**Sequential cells coloured by netlist name**

Other sequential cells in the stronger grey, the rest of the logic in the fainter grey.
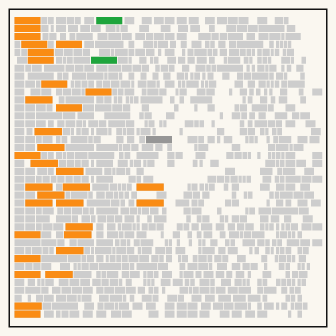
**Met3 routing**

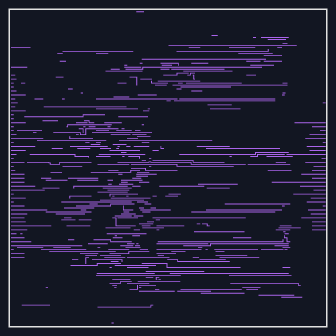
**Cell placement**

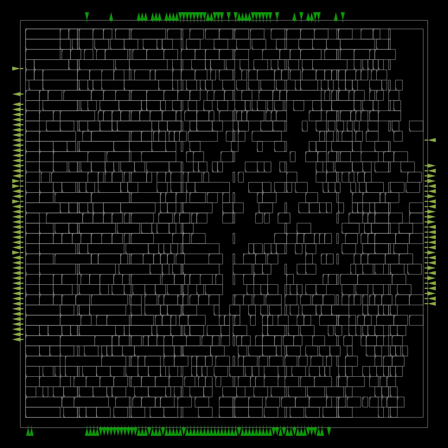
**Nets reached from selected ports**

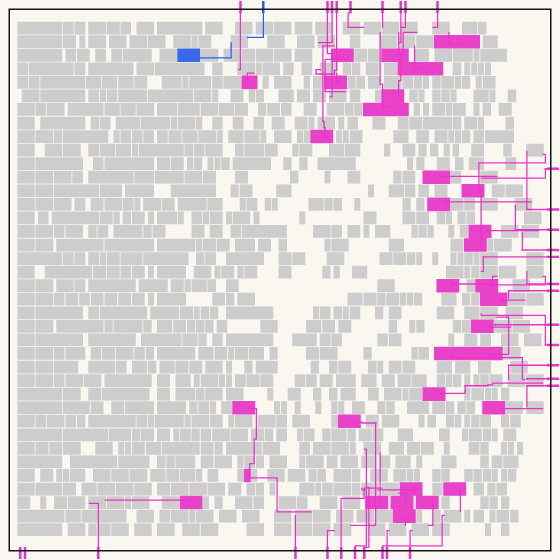
===== config.mk =====
export PLATFORM = sky130hd
export DESIGN_NAME = pc_fetch_unit_flat
export DESIGN_NICKNAME = d
export VERILOG_FILES = /design/src/rtl/pc_fetch_if.sv /design/src/rtl/pc_fetch_unit.sv /design/src/flat_wrapper.sv
export SDC_FILE = /design/constraint.sdc
export NUM_CORES = 1
export LEC_CHECK = 0
export ABC_CLOCK_PERIOD_IN_PS = 5300
export CAP_MARGIN = 20
export CORE_UTILIZATION = 46
export CTS_CLUSTER_DIAMETER = 80
export CTS_CLUSTER_SIZE = 24
export DETAILED_ROUTE_END_ITERATION = 12
export PLACE_DENSITY = 0.85
export SLEW_MARGIN = 5
export SYNTH_ARGS = -nofsm -noshare
export SYNTH_HDL_FRONTEND = slang
export SYNTH_SLANG_ARGS = --single-unit

===== constraint.sdc =====
create_clock -name clk -period 5.3 [get_ports clk]
set_input_delay 1.06 -clock clk [delete_from_list [all_inputs] [get_ports clk]]
set_output_delay 1.06 -clock clk [all_outputs]
set_load 0.05 [all_outputs]

===== src/rtl/pc_fetch_if.sv =====
// Fetch-unit bus: redirect/stall/halt controls in, PC and status out.
// The fetch unit takes the slave side; the datapath/control drives the master side.
interface pc_fetch_if;
    logic        stall;
    logic        branch_taken;
    logic [31:0] branch_offset;
    logic        jump;
    logic [25:0] jump_target;
    logic        jump_reg;
    logic [31:0] jr_target;
    logic        halt_req;
    logic [31:0] pc;
    logic [31:0] pc_plus4;
    logic [31:0] imem_addr;
    logic        fetch_valid;
    logic        halted;
    logic        fault;

    modport master (
        output stall, branch_taken, branch_offset, jump, jump_target,
               jump_reg, jr_target, halt_req,
        input  pc, pc_plus4, imem_addr, fetch_valid, halted, fault
    );

    modport slave (
        input  stall, branch_taken, branch_offset, jump, jump_target,
               jump_reg, jr_target, halt_req,
        output pc, pc_plus4, imem_addr, fetch_valid, halted, fault
    );
endinterface


===== src/rtl/pc_fetch_unit.sv =====
// Program counter and next-PC selection for a single-cycle MIPS32 datapath.
// FSM BOOT -> RUN -> HALT; HALT is left only through rst.
// Optional build macro BRANCH_DELAY_SLOT_EN: taken redirects go through a
// pending register so the instruction after the redirect (delay slot) runs first.
module pc_fetch_unit #(
    parameter logic [31:0] RESET_PC   = 32'h0000_0000,
    parameter int unsigned IMEM_DEPTH = 64
) (
    input  logic      clk,
    input  logic      rst,
    pc_fetch_if.slave bus
);
    localparam logic [31:0] DEPTH_W = 32'(IMEM_DEPTH);

    typedef enum logic [1:0] {
        BOOT = 2'd0,
        RUN  = 2'd1,
        HALT = 2'd2
    } state_t;

    state_t      state, state_nxt;
    logic [31:0] pc_q;
    logic [31:0] pc_plus4;
    logic [31:0] redir_target;
    logic [31:0] next_pc;
    logic        redirect;
    logic        misaligned;
    logic        misaligned_eff;
    logic        out_of_bounds;
    logic        sampled;
    logic        halt_now;
    logic        fault_now;
    logic        pc_load;
    logic        fault_q;

    assign pc_plus4 = pc_q + 32'd4;
    // Inputs only count in RUN with no stall; otherwise the caller re-presents them.
    assign sampled  = (state == RUN) && !bus.stall;

    // Redirect target by priority: jump_reg > jump > branch_taken > sequential.
    always_comb begin
        redirect     = 1'b1;
        misaligned   = 1'b0;
        redir_target = pc_plus4;
        if (bus.jump_reg) begin
            redir_target = bus.jr_target;
            misaligned   = |bus.jr_target[1:0];
        end else if (bus.jump) begin
            redir_target = {pc_plus4[31:28], bus.jump_target, 2'b00};
        end else if (bus.branch_taken) begin
            redir_target = pc_plus4 + (bus.branch_offset << 2);
        end else begin
            redirect = 1'b0;
        end
    end

`ifdef BRANCH_DELAY_SLOT_EN
    logic        pend_vld;
    logic [31:0] pend_target;

    // A latched target wins over anything new; otherwise fetch the delay slot.
    always_comb begin
        next_pc        = pend_vld ? pend_target : pc_plus4;
        misaligned_eff = misaligned && redirect && !pend_vld;
    end

    // Pending target: captured on a taken redirect, consumed on the next load.
    always_ff @(posedge clk or posedge rst) begin
        if (rst) begin
            pend_vld    <= 1'b0;
            pend_target <= 32'd0;
        end else if (halt_now || fault_now) begin
            pend_vld    <= 1'b0;
        end else if (pc_load) begin
            if (pend_vld) begin
                pend_vld    <= 1'b0;
            end else if (redirect) begin
                pend_vld    <= 1'b1;
                pend_target <= redir_target;
            end
        end
    end
`else
    // Redirect takes effect directly on the next PC.
    always_comb begin
        next_pc        = redirect ? redir_target : pc_plus4;
        misaligned_eff = misaligned;
    end
`endif

    assign out_of_bounds = {2'b00, next_pc[31:2]} >= DEPTH_W;
    assign halt_now      = sampled && bus.halt_req;
    assign fault_now     = sampled && !bus.halt_req && (misaligned_eff || out_of_bounds);
    assign pc_load       = sampled && !bus.halt_req && !fault_now;

    // FSM state register.
    always_ff @(posedge clk or posedge rst) begin
        if (rst) state <= BOOT;
        else     state <= state_nxt;
    end

    // FSM next state: one BOOT cycle, then run until halt or fault.
    always_comb begin
        state_nxt = state;
        case (state)
            BOOT:    state_nxt = RUN;
            RUN:     if (halt_now || fault_now) state_nxt = HALT;
            HALT:    state_nxt = HALT;
            default: state_nxt = BOOT;
        endcase
    end

    // FSM outputs.
    always_comb begin
        bus.fetch_valid = (state == RUN);
        bus.halted      = (state == HALT);
    end

    // PC and sticky fault; PC never moves on halt or fault cycles.
    always_ff @(posedge clk or posedge rst) begin
        if (rst) begin
            pc_q    <= RESET_PC;
            fault_q <= 1'b0;
        end else begin
            if (pc_load)   pc_q    <= next_pc;
            if (fault_now) fault_q <= 1'b1;
        end
    end

    assign bus.pc        = pc_q;
    assign bus.pc_plus4  = pc_plus4;
    assign bus.imem_addr = {2'b00, pc_q[31:2]};
    assign bus.fault     = fault_q;
endmodule


===== src/flat_wrapper.sv =====
// flat-port wrapper written by rule: the top's interface ports become plain ports
module pc_fetch_unit_flat 
#(
    parameter logic [31:0] RESET_PC   = 32'h0000_0000,
    parameter int unsigned IMEM_DEPTH = 64
)
  (clk, rst, bus_stall, bus_branch_taken, bus_branch_offset, bus_jump, bus_jump_target, bus_jump_reg, bus_jr_target, bus_halt_req, bus_pc, bus_pc_plus4, bus_imem_addr, bus_fetch_valid, bus_halted, bus_fault);
  pc_fetch_if bus_i ();
  input  logic clk;
  input  logic rst;
  input wire logic [$bits(bus_i.stall)-1:0] bus_stall;
  input wire logic [$bits(bus_i.branch_taken)-1:0] bus_branch_taken;
  input wire logic [$bits(bus_i.branch_offset)-1:0] bus_branch_offset;
  input wire logic [$bits(bus_i.jump)-1:0] bus_jump;
  input wire logic [$bits(bus_i.jump_target)-1:0] bus_jump_target;
  input wire logic [$bits(bus_i.jump_reg)-1:0] bus_jump_reg;
  input wire logic [$bits(bus_i.jr_target)-1:0] bus_jr_target;
  input wire logic [$bits(bus_i.halt_req)-1:0] bus_halt_req;
  output wire logic [$bits(bus_i.pc)-1:0] bus_pc;
  output wire logic [$bits(bus_i.pc_plus4)-1:0] bus_pc_plus4;
  output wire logic [$bits(bus_i.imem_addr)-1:0] bus_imem_addr;
  output wire logic [$bits(bus_i.fetch_valid)-1:0] bus_fetch_valid;
  output wire logic [$bits(bus_i.halted)-1:0] bus_halted;
  output wire logic [$bits(bus_i.fault)-1:0] bus_fault;
  assign bus_i.stall = bus_stall;
  assign bus_i.branch_taken = bus_branch_taken;
  assign bus_i.branch_offset = bus_branch_offset;
  assign bus_i.jump = bus_jump;
  assign bus_i.jump_target = bus_jump_target;
  assign bus_i.jump_reg = bus_jump_reg;
  assign bus_i.jr_target = bus_jr_target;
  assign bus_i.halt_req = bus_halt_req;
  assign bus_pc = bus_i.pc;
  assign bus_pc_plus4 = bus_i.pc_plus4;
  assign bus_imem_addr = bus_i.imem_addr;
  assign bus_fetch_valid = bus_i.fetch_valid;
  assign bus_halted = bus_i.halted;
  assign bus_fault = bus_i.fault;
  pc_fetch_unit #(.RESET_PC(RESET_PC), .IMEM_DEPTH(IMEM_DEPTH)) u_core (.clk(clk), .rst(rst), .bus(bus_i));
endmodule

==> notes.md <==
Notes on the flow run.

- The flow ran to the end, but the final reports show violations.
- The checks that failed: negative setup slack.
- Sorting the synthesized cells by area gives the leading types as sky130_fd_sc_hd__dfrtp_1, sky130_fd_sc_hd__ha_1, sky130_fd_sc_hd__a21oi_1, sky130_fd_sc_hd__nand2_1, sky130_fd_sc_hd__buf_4.
- The synthesized netlist has a Yosys-reported chip area of between 5000 and 6000 um2.
- After layout, the inverter instance count without clock inverters stands at 23.
- Looking at the clock tree report, the root buffer type is sky130_fd_sc_hd__clkbuf_16.
- The number of gates resized after CTS was 1.
- STA classifies the critical path endpoint as a register.
- Synthesis produced a netlist whose cell count is 713.
- The post-detailed-routing wire length is about 26 mm, for reference.
- Per the post-place timing report, worst setup slack is 0.0452 ns.
- The detailed-route via count is 7103, for reference.
- Summing all multi-input logic gate instances after layout gives between 4000 and 5000 um2.
- The count of maximum capacitance violations is 0, for reference.
- The number of distinct standard cells referenced by the synthesized netlist is approximately 76, for reference.
- After synthesis, the share of flip-flops with an asynchronous set or reset is 100%.
- The sequential cells in the finished layout cover a total of ~900 um2.
- The count of inserted antenna diode cells is 0, for reference.
- The largest cell class by area is multi-input combinational cells, for reference.
- Buffers added to address setup during post-CTS repair amount to 0.
- The first-pass detailed-route iteration total is 8, for reference.
- The layout sequential cell count is 35, for reference.
- The net load switching power is ~360 uW, for reference.
- The buffer levels on the longest clock path is 2, for reference.
- The fraction of layout instances using a drive strength above 1 is roughly a fifth, for reference.
- The number of warnings reported in the stage logs is 31.
- The number of antenna violations at the first check in global routing is 0, for reference.
- The number of top-level pins is around 200, for reference.
- The final worst-path cycle share is 105%, for reference.
- The floorplan step records an initial core utilization of 47.6%.
- Clock tree synthesis inserted a total of 5 buffers.
- The final number of hold-violating endpoints is 0, for reference.
- The analysis reports a worst IR drop on VDD of between 0.0002 and 0.00025 V.
- The total of hold buffers inserted after clock tree synthesis is 0, for reference.
- The final report lists the setup-violating endpoint count as 32.
- The DRC violations left is 0, for reference.
- The first global-routing pass estimated approximately 36 mm of wire.
- The H-tree generated during clock tree synthesis spans 2 levels.
- The achievable frequency is 179 MHz, for reference.
- The post-layout net count is roughly 1100, for reference.
- The leading cell type by number of instances after synthesis is sky130_fd_sc_hd__nand2_1, for reference.
- The wire length per cell after detailed routing is 24.4 um, for reference.
- Per the synthesis report, the dominant area consumer among library cells is sky130_fd_sc_hd__dfrtp_1.
- After layout the clock buffers and inverters come to ~1.9% of cell area.
- The register-to-register setup slack is -0.28 ns, for reference.
- For reference, the top cells by count after synthesis are sky130_fd_sc_hd__nand2_1, sky130_fd_sc_hd__nor2_1, sky130_fd_sc_hd__a21oi_1, sky130_fd_sc_hd__o21ai_0, sky130_fd_sc_hd__dfrtp_1.
- The per-instance average area after synthesis is roughly 7.3 um2, for reference.
- The total grt overflow is 0, for reference.
- For reference, full adder, half adder and majority cells occupy 8.56% of the area reported after synthesis.
- Power spread over the standard cell area amounts to ~120 nW/um2.
- The Yosys step of the flow raised 0 warnings.
- After layout, the design draws a total of 1.02 mW.
- The main logic family after synthesis is simple AND/OR/NAND/NOR gates, for reference.
- The number of placed instances with taps included is approximately 1000, for reference.
- From bottom edge to top edge, the die measures about 110 um.
- STA lists the maximum fanout along the critical path as 7.
- Per the layout area report, the sequential fraction of cell area is between 10% and 20%.
- Per the placement log, port buffering inserted approximately 190 buffers.
- Of the total power, the share spent switching nets is 35.5%.
- The area fraction of the dominant cell type after synthesis is 16.8%, for reference.
- According to the timing report, the critical path is captured at u_core.bus.pc[4].
- The class of the worst hold path is reg2reg, for reference.
- The post-synthesis to final-layout area growth is 58.0%, for reference.
- After the flow finishes, the layout carries non-filler instances totaling approximately 1100.
- Per the post-route antenna check, the number of violating nets is 0.
- The worst hold slack after final layout is between 0.5 and 0.6 ns, for reference.
- Per the synthesis report, the AND-OR/OR-AND share of the synthesized area is about a quarter.
- The number of pins exceeding their max-slew limit in the final report is 0, for reference.
- The synthesized netlist devotes slightly below 7% of its cell area to XOR and XNOR gates.
- The hold path startpoint is u_core.state[0], for reference.
- The highest cell delay on the worst timing path is 0.50 ns, for reference.
- In this run, synthesis produced a sequential element count of 35.
- In this run, synthesis inferred 0 flip-flops with an integrated enable.
- For this run, the total global-route usage over all layers was measured as ~40%.
- The yosys cell count is slightly above 700, for reference.
- STA lists the endpoint of the worst register-to-register path as u_core.bus.pc[4].
- The total number of placement rows is 38, for reference.
- The type of origin of the critical path is a register, for reference.
- The most frequent cell on the critical path is sky130_fd_sc_hd__nand4_1, for reference.
- The placement summary gives the final routability congestion estimate as approximately 0.96.
- The leakage dissipation is 3.51 nW, for reference.
- After synthesis, flip-flops and latches occupy 16.8% of the total area.
- Per the skew report, the later register of the worst-skew pair sees a clock latency of 0.30 ns.
- The worst setup path is of the reg2reg kind.
- The final-layout setup total negative slack is -6.59 ns, for reference.
- The worst register-to-register path depth is 20.
- After layout, the worst setup slack is -0.277 ns.
- In the layout the commonest cells are sky130_fd_sc_hd__clkdlybuf4s50_1, sky130_fd_sc_hd__buf_4, sky130_fd_sc_hd__nand2_1.
- The number of vias per cell after detailed routing is 6.58, for reference.
- The tightest slew margin relative to the limit is about 46%, for reference.
- The multi-input combinational cell count is a little under 600, for reference.
- The sum of net half-perimeters after detailed placement is 19.0 mm, for reference.
- The buffering overhead is a little under a third, for reference.
- The share of total power dissipated in combinational logic is between 30% and 40%.
- The library cell used most frequently in the layout, excluding fill and tap cells, is sky130_fd_sc_hd__clkdlybuf4s50_1.
- TritonCTS built the clock tree.
Back to the opening pictures, 'sequential cells coloured by netlist name':
- u_core.bus.pc: orange (placed flops 32; where a column on the left)
- u_core.state: green (placed flops 2)
- not coloured: 1

Back to the opening pictures, 'met3 routing':
- main direction: horizontal
- longest straight run: 43.7 um
- wire length on this layer: 3040 um
- share of all routed wire: 12%

Back to the opening pictures, 'cell placement':
Util after Layout: 75.2%
layout filler cell count: 749
number of well-tap cells placed: 140

Back to the opening pictures, 'nets reached from selected ports':
- bus_halted: blue (bits 1; direction output; edge top; end cells 1; buffers 1; wire 18.0 um)
- bus_branch_offset: magenta (bits 32; direction input; edge 12 right, 11 bottom, 9 top; end cells 32; buffers 30; wire 715 um)

==> power groups by stage <==
stage | combinational, mW | sequential [mW] | clock [mW]
after floorplan | 0.204 | 0.300 | 0
after global placement | 0.370 | 0.290 | 0
after detailed placement | 0.377 | 0.292 | 0
after CTS | 0.379 | 0.287 | 0.312
after global routing | 0.423 | 0.289 | 0.339
final | 0.404 | 0.289 | 0.327
==> worst min-delay path by stage <==
stage,slack [ns],to,cells past startpoint
CTS,0.50,u_core.bus.fault,1
global placement,0.46,u_core.bus.fault,1
floorplan,0.51,u_core.state[1],1
finish,0.54,u_core.state[0],1
global route,0.56,u_core.bus.pc[0],1
detailed placement,0.49,u_core.bus.fault,1
==> layer usage <==
metal | routed length (um) | global-route usage, %
met1 | 10100 | 54.2
met2 | 11900 | 65.2
met3 | 3040 | 4.70
met4 | 1380 | 16.8
met5 | 0 | 0
==> critical path, delay by kind of cell (launching register included) <==
family                     cells  cell delay, ns
DFF                            1            0.41
buffers and inverters          4            0.74
AOI/OAI and AO/OA              1            0.13
and+or+nand+nor               11            3.11
xor gates and xnor gates       1            0.23
adders and majority gates      1            0.43
muxes                          2            0.37
==> cells by family (layout without fill, tap and decap cells) <==
group                    Yosys count  in the layout
AND/OR/NAND/NOR                  304            305
multiplexers                      19             19
other                              1              2
buffers and inverters             86            311
flip-flops                        35             35
AND-OR/OR-AND                    193            193
XOR/XNOR                          40             40
adder cells (fa/ha/maj)           35             35
==> registers in the layout, indices dropped and copies added (netlist names) <==
| name | flops |
|---|---|
| u_core.state | 2 |
| u_core.bus.pc | 32 |
| u_core.bus.fault | 1 |
Power and IR drop assume default switching activity.
